[config.mk]
export PLATFORM = sky130hd
export DESIGN_NAME = key_debounce_array
export DESIGN_NICKNAME = d
export VERILOG_FILES = /design/src/rtl/key_pkg.sv /design/src/rtl/key_debounce_chan.sv /design/src/rtl/key_debounce_array.sv
export SDC_FILE = /design/constraint.sdc
export NUM_CORES = 1
export LEC_CHECK = 0
export CAP_MARGIN = 20
export CORE_UTILIZATION = 40
export DETAILED_ROUTE_END_ITERATION = 10
export GPL_ROUTABILITY_DRIVEN = 1
export HOLD_SLACK_MARGIN = 0.08
export PLACE_DENSITY = 0.69
export SLEW_MARGIN = 25
export SYNTH_ARGS = -nofsm -noshare
export SYNTH_HDL_FRONTEND = slang
export SYNTH_SLANG_ARGS = --single-unit
[constraint.sdc]
create_clock -name clk -period 5.65 [get_ports clk]
set_clock_uncertainty 0.05 [all_clocks]
set_input_delay 0.565 -clock clk [delete_from_list [all_inputs] [get_ports clk]]
set_output_delay 0.565 -clock clk [all_outputs]
set_load 0.05 [all_outputs]
[src/rtl/key_pkg.sv]
// Shared constants and helpers for the key debouncer family.
// The long-press feature is built only when KEY_LONG_PRESS_EN is defined.
package key_pkg;

  localparam int unsigned BOARD_CLK_HZ          = 50_000_000;
  localparam int unsigned BOARD_DEBOUNCE_CYCLES = BOARD_CLK_HZ / 50;
  localparam int unsigned BOARD_LONG_CYCLES     = BOARD_CLK_HZ;
  localparam int unsigned BOARD_CNT_W           = 20;
  localparam int unsigned BOARD_LONG_W          = 26;

  typedef enum logic [1:0] {
    EV_NONE    = 2'd0,
    EV_PRESS   = 2'd1,
    EV_RELEASE = 2'd2
  } key_evt_e;

  // Pin level of a key that is not pressed.
  function automatic logic idle_level(input int unsigned active_low);
    return (active_low != 0);
  endfunction

  // True when max_val is representable in width bits.
  function automatic bit width_fits(input int unsigned max_val,
                                    input int unsigned width);
    return (max_val == 0) || ($clog2(max_val + 1) <= width);
  endfunction

endpackage

[src/rtl/key_debounce_chan.sv]
// One key channel: 2-flop synchroniser, stable-time filter, edge pulses and,
// with KEY_LONG_PRESS_EN defined, a one-shot long-press detector.
module key_debounce_chan
  import key_pkg::*;
#(
  parameter int unsigned DEBOUNCE_CYCLES = BOARD_DEBOUNCE_CYCLES,
  parameter int unsigned CNT_W           = BOARD_CNT_W,
  parameter int unsigned ACTIVE_LOW      = 1,
  parameter int unsigned LONG_CYCLES     = BOARD_LONG_CYCLES,
  parameter int unsigned LONG_W          = BOARD_LONG_W
) (
  input  logic clk,
  input  logic rst,
  input  logic key_in,
  output logic key_state,
  output logic key_press,
  output logic key_release,
  output logic key_long,
  output logic key_press_next
);

  localparam logic             IDLE_PIN = idle_level(ACTIVE_LOW);
  localparam logic [CNT_W-1:0] CNT_MAX  = CNT_W'(DEBOUNCE_CYCLES - 1);

  if (DEBOUNCE_CYCLES < 1) begin : g_bad_deb
    $error("key_debounce_chan: DEBOUNCE_CYCLES must be >= 1");
  end
  if (!width_fits(DEBOUNCE_CYCLES - 1, CNT_W)) begin : g_bad_cnt_w
    $error("key_debounce_chan: CNT_W too narrow for DEBOUNCE_CYCLES");
  end

  logic             s1_q, s1_d;
  logic             s2_q, s2_d;
  logic             state_q, state_d;
  logic [CNT_W-1:0] cnt_q, cnt_d;
  logic             press_q, press_d;
  logic             release_q, release_d;
  logic             norm;
  key_evt_e         evt;

  always_comb begin
    s1_d      = key_in;
    s2_d      = s1_q;
    norm      = s2_q ^ IDLE_PIN;
    state_d   = state_q;
    cnt_d     = cnt_q;
    evt       = EV_NONE;
    if (norm == state_q) begin
      cnt_d = '0;
    end else if (cnt_q == CNT_MAX) begin
      state_d = norm;
      cnt_d   = '0;
      evt     = norm ? EV_PRESS : EV_RELEASE;
    end else begin
      cnt_d = cnt_q + CNT_W'(1);
    end
    press_d   = (evt == EV_PRESS);
    release_d = (evt == EV_RELEASE);
  end

  always_ff @(posedge clk) begin
    if (rst) begin
      s1_q      <= IDLE_PIN;
      s2_q      <= IDLE_PIN;
      state_q   <= 1'b0;
      cnt_q     <= '0;
      press_q   <= 1'b0;
      release_q <= 1'b0;
    end else begin
      s1_q      <= s1_d;
      s2_q      <= s2_d;
      state_q   <= state_d;
      cnt_q     <= cnt_d;
      press_q   <= press_d;
      release_q <= release_d;
    end
  end

  assign key_state      = state_q;
  assign key_press      = press_q;
  assign key_release    = release_q;
  assign key_press_next = press_d;

`ifdef KEY_LONG_PRESS_EN
  localparam logic [LONG_W-1:0] HCNT_MAX = LONG_W'(LONG_CYCLES - 1);

  if (LONG_CYCLES < 1) begin : g_bad_long
    $error("key_debounce_chan: LONG_CYCLES must be >= 1");
  end
  if (!width_fits(LONG_CYCLES - 1, LONG_W)) begin : g_bad_long_w
    $error("key_debounce_chan: LONG_W too narrow for LONG_CYCLES");
  end

  logic [LONG_W-1:0] hcnt_q, hcnt_d;
  logic              done_q, done_d;
  logic              long_q, long_d;

  // hcnt saturates at LONG_CYCLES-1; done_q keeps the pulse to one per press,
  // and a release accepted on the same edge suppresses it.
  always_comb begin
    hcnt_d = hcnt_q;
    done_d = done_q;
    long_d = 1'b0;
    if (!state_q) begin
      hcnt_d = '0;
      done_d = 1'b0;
    end else if (hcnt_q != HCNT_MAX) begin
      hcnt_d = hcnt_q + LONG_W'(1);
    end else if (!done_q && state_d) begin
      long_d = 1'b1;
      done_d = 1'b1;
    end
  end

  always_ff @(posedge clk) begin
    if (rst) begin
      hcnt_q <= '0;
      done_q <= 1'b0;
      long_q <= 1'b0;
    end else begin
      hcnt_q <= hcnt_d;
      done_q <= done_d;
      long_q <= long_d;
    end
  end

  assign key_long = long_q;
`else
  if (LONG_CYCLES < 1 || LONG_W < 1) begin : g_bad_long
    $error("key_debounce_chan: LONG_CYCLES and LONG_W must be >= 1");
  end

  assign key_long = 1'b0;
`endif

endmodule

[src/rtl/key_debounce_array.sv]
// NUM_KEYS independent debounced key channels plus a registered any_press.
// Define KEY_LONG_PRESS_EN to build the per-channel long-press detector.
module key_debounce_array
  import key_pkg::*;
#(
  parameter int unsigned NUM_KEYS        = 4,
  parameter int unsigned DEBOUNCE_CYCLES = BOARD_DEBOUNCE_CYCLES,
  parameter int unsigned CNT_W           = BOARD_CNT_W,
  parameter int unsigned ACTIVE_LOW      = 1,
  parameter int unsigned LONG_CYCLES     = BOARD_LONG_CYCLES,
  parameter int unsigned LONG_W          = BOARD_LONG_W
) (
  input  logic                clk,
  input  logic                rst,
  input  logic [NUM_KEYS-1:0] key_in,
  output logic [NUM_KEYS-1:0] key_state,
  output logic [NUM_KEYS-1:0] key_press,
  output logic [NUM_KEYS-1:0] key_release,
  output logic [NUM_KEYS-1:0] key_long,
  output logic                any_press
);

  if (NUM_KEYS < 1) begin : g_bad_num
    $error("key_debounce_array: NUM_KEYS must be >= 1");
  end

  logic [NUM_KEYS-1:0] press_next;
  logic                any_press_q, any_press_d;

  for (genvar i = 0; i < NUM_KEYS; i++) begin : g_chan
    key_debounce_chan #(
      .DEBOUNCE_CYCLES (DEBOUNCE_CYCLES),
      .CNT_W           (CNT_W),
      .ACTIVE_LOW      (ACTIVE_LOW),
      .LONG_CYCLES     (LONG_CYCLES),
      .LONG_W          (LONG_W)
    ) u_chan (
      .clk            (clk),
      .rst            (rst),
      .key_in         (key_in[i]),
      .key_state      (key_state[i]),
      .key_press      (key_press[i]),
      .key_release    (key_release[i]),
      .key_long       (key_long[i]),
      .key_press_next (press_next[i])
    );
  end

  // Reduced from the channels' next-state pulses so any_press lines up
  // with key_press instead of trailing it by a cycle.
  always_comb begin
    any_press_d = |press_next;
  end

  always_ff @(posedge clk) begin
    if (rst) begin
      any_press_q <= 1'b0;
    end else begin
      any_press_q <= any_press_d;
    end
  end

  assign any_press = any_press_q;

endmodule

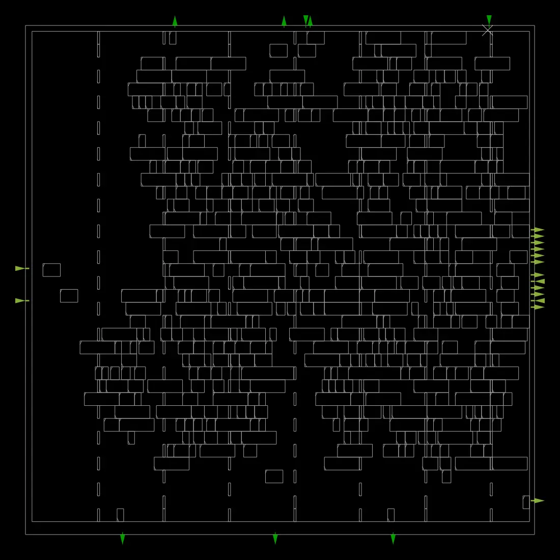
Run 1: placement view
core area: 10800 um2
sequential share of cell area: 41.9%

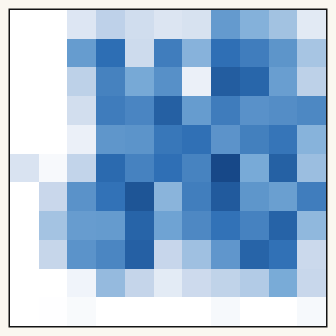
Run 1: cell area per tile
The die is cut into 11 by 11 equal tiles; white is low, dark blue is high, 0 to 100% covered.
tiles over 75% full: 11%
mean over tiles: 40%
fullest tile: 90%
Init Core Util: 40.9%
Util after Layout: 44.5%

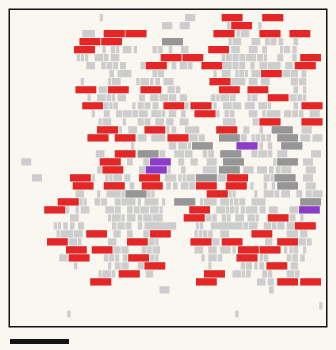
Run 1: register map, names as in the netlist
Scale bar: 20 um.
[purple] g_chan.u_chan.s2_q | placed flops: 4
[red] g_chan.u_chan.cnt_q | placed flops: 80 | where: widely spread
not colored: 17
P_seq: 0.717 mW
Storage cell area: 2020 um2

run 1: metal layers:
layer / GRT usage (%) / part of all wire (%)
met1: 17.2 / 47
met3: 4.48 / 3.5
met5: 0 / 0
met4: 3.82 / 0.90
met2: 25.7 / 48
run 1: final timing paths:
kind | endpoint | start
setup reg to reg | g_chan[2].u_chan.cnt_q[9]$_SDFF_PP0_ | g_chan[2].u_chan.cnt_q[0]$_SDFF_PP0_
hold / removal | g_chan[3].u_chan.s2_q$_SDFF_PP1_ | g_chan[3].u_chan.s1_q$_SDFF_PP1_
hold reg to reg | g_chan[3].u_chan.s2_q$_SDFF_PP1_ | g_chan[3].u_chan.s1_q$_SDFF_PP1_
setup / recovery | g_chan[2].u_chan.cnt_q[9]$_SDFF_PP0_ | g_chan[2].u_chan.cnt_q[0]$_SDFF_PP0_
run 1: worst max-delay path: stages, from the launching register on:
cell and delay [ps]:
dfxtp_1 420, ha_1 250, nand2_1 140, nor4_1 740, a221o_1 750, nor2_1 110
run 1: kinds of logic (layout without fill, tap and decap cells):
| family | after synthesis | in the layout | share of synthesized area [%] |
|---|---|---|---|
| AND/OR/NAND/NOR | 233 | 233 | 28.7 |
| flip-flops | 101 | 101 | 45.6 |
| AND-OR/OR-AND | 63 | 63 | 9.00 |
| XOR/XNOR | 49 | 49 | 9.67 |
| buffers and inverters | 47 | 47 | 5.89 |
| adder cells (fa/ha/maj) | 4 | 4 | 1.13 |
| other | 1 | 4 | 0.0845 |
run 1: power by group through the flow:
stage	Sequential, mW	Combinational (mW)	Clock (mW)
after floorplan	0.733	0.0189	0
after global placement	0.733	0.0220	0
after detailed placement	0.734	0.0222	0
after CTS	0.717	0.0223	0.517
after global routing	0.718	0.0239	0.544
final	0.717	0.0220	0.499
run 1: registers in the layout, summed over array words and instances, names as in the netlist:
signal,flops
g_chan.u_chan.key_release,4
g_chan.u_chan.s2_q,4
any_press,1
g_chan.u_chan.cnt_q,80
g_chan.u_chan.key_press,4
g_chan.u_chan.s1_q,4
g_chan.u_chan.key_state,4
run 1: Yosys cell counts, types with 3 or more instances:
| cell | n | share of area (%) |
|---|---|---|
| buf_4 | 18 | 3.0 |
| xor2_1 | 26 | 5.1 |
| nand2_1 | 26 | 2.2 |
| ha_1 | 4 | 1.1 |
| or3_1 | 9 | 1.3 |
| buf_2 | 8 | 0.90 |
| o31ai_1 | 13 | 2.2 |
| dfxtp_1 | 101 | 46 |
| or2_2 | 12 | 1.7 |
| and4_1 | 8 | 1.6 |
| or4_1 | 16 | 2.7 |
| clkbuf_1 | 8 | 0.68 |
| a21oi_1 | 27 | 3.0 |
| nor2_1 | 64 | 5.4 |
| xnor2_1 | 23 | 4.5 |
| nand3_1 | 31 | 3.5 |
| and2_1 | 3 | 0.42 |
| nand4_1 | 19 | 2.7 |
| and3_1 | 10 | 1.4 |
| nor3_1 | 12 | 1.4 |
| inv_1 | 12 | 1.0 |
| nor4_1 | 7 | 0.99 |
| o21ai_0 | 10 | 1.1 |
| or3b_2 | 3 | 0.59 |
==> impl_metrics.json, run 1 <==
{
  "nets": 507,
  "hold_viol": 0,
  "final.setup.tns_ps": 0,
  "vias_per_cell": 5.31,
  "p_int_mw": 0.983,
  "combPwrFrac_pct": 1.8,
  "port_buffers": 18,
  "cp_data_required_time_ps": 5820,
  "slew_violations": 0,
  "lay_top_cells": "dfxtp_1 (101), nor2_1 (64), nand3_1 (31)",
  "drc": 1,
  "n_tap_cell": 140,
  "drive_gt1_share_pct": 8.58,
  "cts_setup_buffers": 0,
  "drv_cap": 0,
  "edf_count": 0,
  "drtIter0Drc": 184,
  "timing.reg2reg.setup_slack_ps": 3050,
  "sh_comb_area_pct": 44.9,
  "place_inst": 626,
  "place_congestion": 0.831,
  "n_fill_cell": 1035,
  "gr-total-overflow": 0,
  "yosys_warnings": 0,
  "largest_cell_class": "multi-input combinational cells",
  "ys_seq_share_pct": 45.6,
  "ant_nets": 0,
  "ys_area_um2": 4440,
  "synth_area_um2": 4440,
  "layout.cells.non_filler": 641,
  "clkPwrFrac_pct": 40.3,
  "grt_max_degree": 22,
  "fmax_mhz": 385,
  "vias": 3403,
  "synthCells": 498,
  "grt_setup_unrepaired": "no",
  "die_area_um2": 11500,
  "cts_buffer_depth": 2,
  "n_antenna_cell": 0,
  "cts_made_buffers": 9,
  "chipWidth_um": 107,
  "rows": 38,
  "place_area_um2": 4600,
  "async_flop_share_pct": 0,
  "grt_pass1_vias": 3172,
  "post_cts_resized": 0,
  "whs_ps": 356,
  "period_needed_ps": 2600,
  "path_class": "flop to flop",
  "num-multi-input-gates": 353,
  "wl_per_cell_um": 12.5,
  "warning_count": 26,
  "whs_path_depth": 1,
  "io_pins": 23,
  "synth_cell_types": 48,
  "combGateArea_um2": 2160,
  "total_power_mw": 1.24,
  "area_share_nonclk_buffers_pct": 4.05,
  "violations": "DRC",
  "power_leakage_nw": 1.44,
  "area_delta_synth_final_pct": 8.69,
  "worst_setup_path_start_kind": "flop",
  "powerDensity_nw_per_um2": 257,
  "htree_num_levels": 3,
  "layout_top_cell": "dfxtp_1",
  "totalWireLength_um": 8000,
  "relSlewSlack_pct": 45.0,
  "antenna_found_initial": 0,
  "status": "finished, violations left",
  "seqPwrFrac_pct": 57.9
}
## Run 2: what changed since run 1
--- a/config.mk
+++ b/config.mk
@@ -10,7 +10,7 @@
 export DETAILED_ROUTE_END_ITERATION = 10
 export GPL_ROUTABILITY_DRIVEN = 1
 export HOLD_SLACK_MARGIN = 0.08
-export PLACE_DENSITY = 0.69
+export PLACE_DENSITY = 0.71
 export SLEW_MARGIN = 25
 export SYNTH_ARGS = -nofsm -noshare
 export SYNTH_HDL_FRONTEND = slang
==> constraint.sdc (replaced) <==
create_clock -name clk -period 2.1 [get_ports clk]
set_clock_uncertainty 0.05 [all_clocks]
set_input_delay 0.21 -clock clk [delete_from_list [all_inputs] [get_ports clk]]
set_output_delay 0.21 -clock clk [all_outputs]
set_load 0.05 [all_outputs]
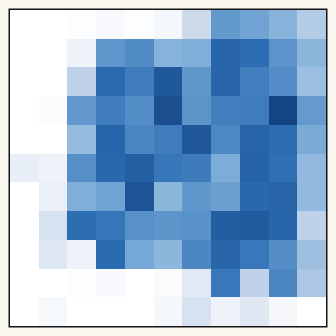
Run 2: cell area per tile
The die is cut into 11 by 11 equal tiles; white is low, dark blue is high, 0 to 100% covered.
emptiest ninth of the die: bottom left
fullest tile: 92%
mean over tiles: 42%
tiles over 75% full: 19%
nearly empty tiles: 20%
Util after Layout: 46.1%

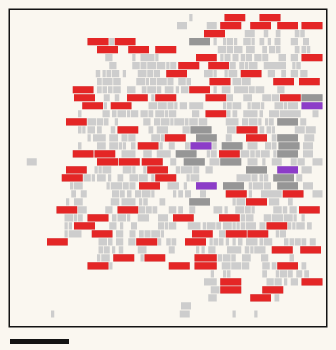
Run 2: register map, names as in the netlist
Scale bar: 20 um.
[red] g_chan.u_chan.cnt_q | placed flops: 80 | where: widely spread
[purple] g_chan.u_chan.s2_q | placed flops: 4
not colored: 17
Storage cell area: 2020 um2
P_seq: 1.93 mW
sequential share of cell area: 40.5%

==> run 2 against run 1 <==
Compared with the run above:
- the run still ends with DRC left
- combinational power grew to 3.2 times the previous value
- critical path depth unchanged
- hold slack got worse by 6.2 ps
- sequential cell count stayed put
- core utilization grew 1.6 points
- synthesized area is the same
- synthesized cell count stayed put
- setup slack lost 2900 ps
- first-iteration DRC count is 0.54% lower
- critical path type unchanged
- critical endpoint is now g_chan[1].u_chan.cnt_q[18]$_SDFF_PP0_
- highest routed layer unchanged
==> impl_metrics.json, run 2 <==
{
  "status": "finished, violations left",
  "violations": "DRC",
  "io_pins": 23,
  "vias_per_cell": 5.20,
  "cts_setup_buffers": 0,
  "top_cell_area_share_pct": 45.6,
  "whs_ps": 350,
  "grt_pass1_vias": 3331,
  "crit_path_end": "g_chan[1].u_chan.cnt_q[18]$_SDFF_PP0_",
  "cts_made_buffers": 9,
  "grt.busiest_layer": "met2",
  "edf_count": 0,
  "async_flop_share_pct": 0,
  "ys_area_um2": 4440,
  "drc": 1,
  "cp-startpoint": "g_chan[1].u_chan.cnt_q[11]$_SDFF_PP0_",
  "most_common_cell": "dfxtp_1",
  "drtIter0Drc": 183,
  "timing.reg2reg.setup_slack_ps": 130,
  "hold_viol": 0,
  "cts_buffer_depth": 2,
  "final.setup.tns_ps": 0,
  "total_power_mw": 3.15,
  "ant_nets": 0,
  "common_cells": "dfxtp_1 (101), nor2_1 (64), nand3_1 (31)",
  "largest_register_ff_count": 80,
  "combPwrFrac_pct": 2.2,
  "place_congestion": 0.788,
  "synth_area_um2": 4440,
  "wl_per_cell_um": 12.3,
  "die_area_um2": 11500,
  "area_leaders": "dfxtp_1 (46%), nor2_1 (5.4%), xor2_1 (5.1%)",
  "rr_endpoint": "g_chan[1].u_chan.cnt_q[18]$_SDFF_PP0_",
  "period_needed_ps": 1970,
  "power_leakage_nw": 1.54,
  "use_met3_pct": 2.66,
  "rows": 38,
  "cp_data_required_time_ps": 2300,
  "vias": 3441,
  "met1_usage_pct": 17.6,
  "layout_top_cell": "dfxtp_1",
  "worst_setup_path_start_kind": "flop",
  "clkPwrFrac_pct": 36.5,
  "synth_cell_types": 48,
  "port_buffers": 18,
  "grt_max_degree": 21,
  "totalWireLength_um": 8170,
  "p_int_mw": 2.40,
  "grt_setup_unrepaired": "no",
  "fp_util_pct": 40.9,
  "nets": 528,
  "ys_seq_share_pct": 45.6,
  "slew_violations": 0,
  "warning_count": 26,
  "drv_cap": 0,
  "regMostFlops": "g_chan.u_chan.cnt_q",
  "n_antenna_cell": 0,
  "layout.cells.non_filler": 662,
  "seqPwrFrac_pct": 61.2,
  "synthCells": 498,
  "grtUsageMet2_pct": 27.0,
  "path_class": "flop to flop",
  "drive_gt1_share_pct": 13.2,
  "htree_num_levels": 3,
  "relSlewSlack_pct": 64.9
}
==> run 2: worst min-delay path by stage <==
stage	start	end	slack, ps	depth (start not counted)
6_report	key_in[3]	g_chan[3].u_chan.s1_q$_SDFF_PP1_	350	2
5_1_grt	key_in[3]	g_chan[3].u_chan.s1_q$_SDFF_PP1_	340	2
4_1_cts	key_in[3]	g_chan[3].u_chan.s1_q$_SDFF_PP1_	340	2
3_5_place_dp	g_chan[2].u_chan.s1_q$_SDFF_PP1_	g_chan[2].u_chan.s2_q$_SDFF_PP1_	350	1
3_3_place_gp	g_chan[1].u_chan.s1_q$_SDFF_PP1_	g_chan[1].u_chan.s2_q$_SDFF_PP1_	340	1
2_1_floorplan	key_in[0]	g_chan[0].u_chan.s1_q$_SDFF_PP1_	260	1
==> run 2: what timing repair did <==
item	4_1_cts	5_1_grt
gates resized	0	7
hold endpoints to repair	0	0
setup endpoints to repair	0	27
==> run 2: routing by layer <==
metal / vias to the layer above / wire length [um]
met5: - / 0
met4: 0 / 116
met3: 11 / 184
met2: 35 / 4060
met1: 1599 / 3800
li1: 1796 / -
==> run 2: critical path, stage by stage (launching register included) <==
cell	delay, ps
dfxtp_1	360
or3b_2	450
or4_1	470
o211ai_1	260
buf_4	220
a21oi_1	50
==> run 2: area by class of cell <==
type	count	area, um2	area share, %
well taps	140	175	3.51
multi-input cells	353	2190	43.8
clock buffers	9	124	2.48
clock inverters	6	57.6	1.15
repair buffers	41	382	7.64
inverters	12	45.0	0.902
flip-flops and latches	101	2020	40.5
==> run 2: cells by family (layout without fill, tap and decap cells) <==
group	count (synthesis)	after routing	synth area share, %
xor gates and xnor gates	49	49	9.67
other	1	4	0.0845
buffers and inverters	47	68	5.89
AOI/OAI and AO/OA	63	63	9.00
DFF	101	101	45.6
and+or+nand+nor	233	233	28.7
adders and majority gates	4	4	1.13
==> run 2: power groups by stage <==
stage          Clock, mW  Sequential [mW]  Combinational (mW)
3_5_place_dp           0             1.97              0.0699
3_3_place_gp           0             1.97              0.0684
2_1_floorplan          0             1.97              0.0508
4_1_cts             1.20             1.93              0.0700
6_report            1.15             1.93              0.0704
5_1_grt             1.28             1.93              0.0765
No activity file was given, so power comes from the tool's default toggle rates.
